Figure 1. Met3 routing.
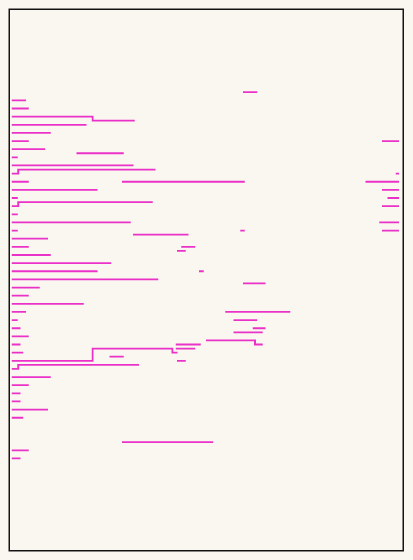
Figure 2. Floorplan with the power grid.
Scale bar: 20 µm. Pins as bars on the die edge.
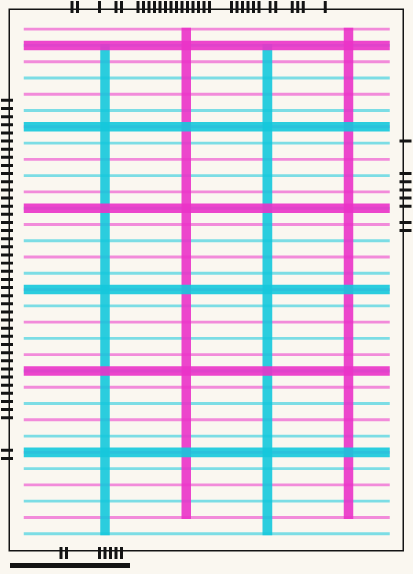
Figure 3. Met2 routing.
Scale bar: 20 µm.
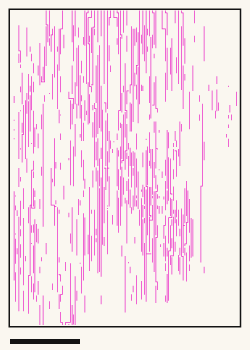
==> config.mk <==
export PLATFORM = sky130hd
export DESIGN_NAME = ste_master
export DESIGN_NICKNAME = d
export VERILOG_FILES = /design/src/rtl/ste_pkg.sv /design/src/rtl/ste_sync2.sv /design/src/rtl/ste_master.sv
export SDC_FILE = /design/constraint.sdc
export NUM_CORES = 1
export LEC_CHECK = 0
export ABC_CLOCK_PERIOD_IN_PS = 4500
export CAP_MARGIN = 5
export CORE_ASPECT_RATIO = 1.4
export CORE_MARGIN = 2
export CORE_UTILIZATION = 48
export CTS_BUF_LIST = sky130_fd_sc_hd__clkbuf_16
export DETAILED_ROUTE_END_ITERATION = 16
export GPL_ROUTABILITY_DRIVEN = 0
export PLACE_DENSITY = 0.88
export SYNTH_ARGS = -nofsm -noshare
export SYNTH_HDL_FRONTEND = slang
export SYNTH_SLANG_ARGS = --single-unit
==> constraint.sdc <==
create_clock -name clk -period 4.5 [get_ports clk]
set_input_delay 0.9 -clock clk [delete_from_list [all_inputs] [get_ports clk]]
set_output_delay 0.9 -clock clk [all_outputs]
set_load 0.005 [all_outputs]
==> flow_summary.yaml <==
# physical design summary
global_routing:
  overflow: 0
  met1_usage_pct: 24.9
  grt_pass1_wl_um: 9600
power_and_ir_drop:
  power.share.clock_pct: 27.1
  irDropWorstVdd_uv: 365
  leakage_nw: 1.62
  finalPower_mw: 2.58
  powerClk_uw: 699
  p_int_mw: 1.86
final_timing:
  maxSlewHeadroom_pct: 52.3
  finalSetupTns_ns: 0
  worst_pin_slew_ns: 0.715
  min_period_over_period_pct: 56.6
clocking:
  clockBufferDepth: 2
  holdBufCountCts: 0
  numCtsBuffers: 9
  cts_resized: 0
  ctsHtreeMaxLevel: 3
  root_buffer: "clkbuf_16"
  clk_latency_ns: 0.32
logic_synthesis:
  ys.flops: 58
  synthMuxAreaShare_pct: 17.2
  syn_area_um2: 2550
  yosysTopAreaCell: "dfrtp_1"
  async_reset_ff_share_pct: 100
  xor_share_pct: 0
  top_cells_by_count: "dfrtp_1 (50), mux2_2 (39), inv_1 (10), nand2_1 (10), nor2_1 (9)"
  synth.cellmix.compoundShare_pct: 9.18
  top_cell: "dfrtp_1"
  yosysUniqueCellTypes: 40
  avgSynthCellArea_um2: 13.1
  ys_seq_share_pct: 57.3
floorplan:
  ios: 88
critical_path:
  arrival_ns: 2.75
  end_kind: "flip-flop"
  cp_slowest_cell: "clkdlybuf4s50_1"
  reg2reg_depth: 6
  worstSetupPathDepth: 5
  critPathMaxStageDelay_ns: 0.57
  setup.worst_path.class: "in2reg"
  cp-start-kind: "primary input"
placed_design:
  io_buffers: 86
  dp_cells: 339
  pre_cts_slack_ns: 1.65
cells_and_area:
  flops: 58
  nClkBuffers: 9
  n_fill_cell: 343
  area_delta_synth_final_pct: 47.1
  sh_seq_area_pct: 39.0
  layout-drive-gt1-share_pct: 25.3
detailed_routing:
  highest_layer: "met4"
  wl_met3_um: 451
  drc_errors: 0
  drt-initial-drc-count: 97
  via_per_inst: 5.36
job:
  tool_warnings: 32
run_status:
  status: "complete, no violations"
-- Figure 1 (at the start) --
wire length on this layer: 451 µm
main direction: horizontal
nets with wire on the layer: 59
final WL: 5880 µm
total number of vias: 1902
met3 global-route usage: 7.88%

-- Figure 2 (at the start) --
| color | net |
|---|---|
| magenta | VDD |
| cyan | VSS |
met1 rails: 32
signal pins: 88
met5 straps: 6
rows: 31
met4 straps: 4
Die Span Y: 90.2 µm
core outline area: 5160 µm²
Die X: 65.6 µm

-- Figure 3 (at the start) --
wire length on this layer: 3120 µm
longest straight run: 38.4 µm
main direction: vertical
met2 Track Usage GR: 36.1%

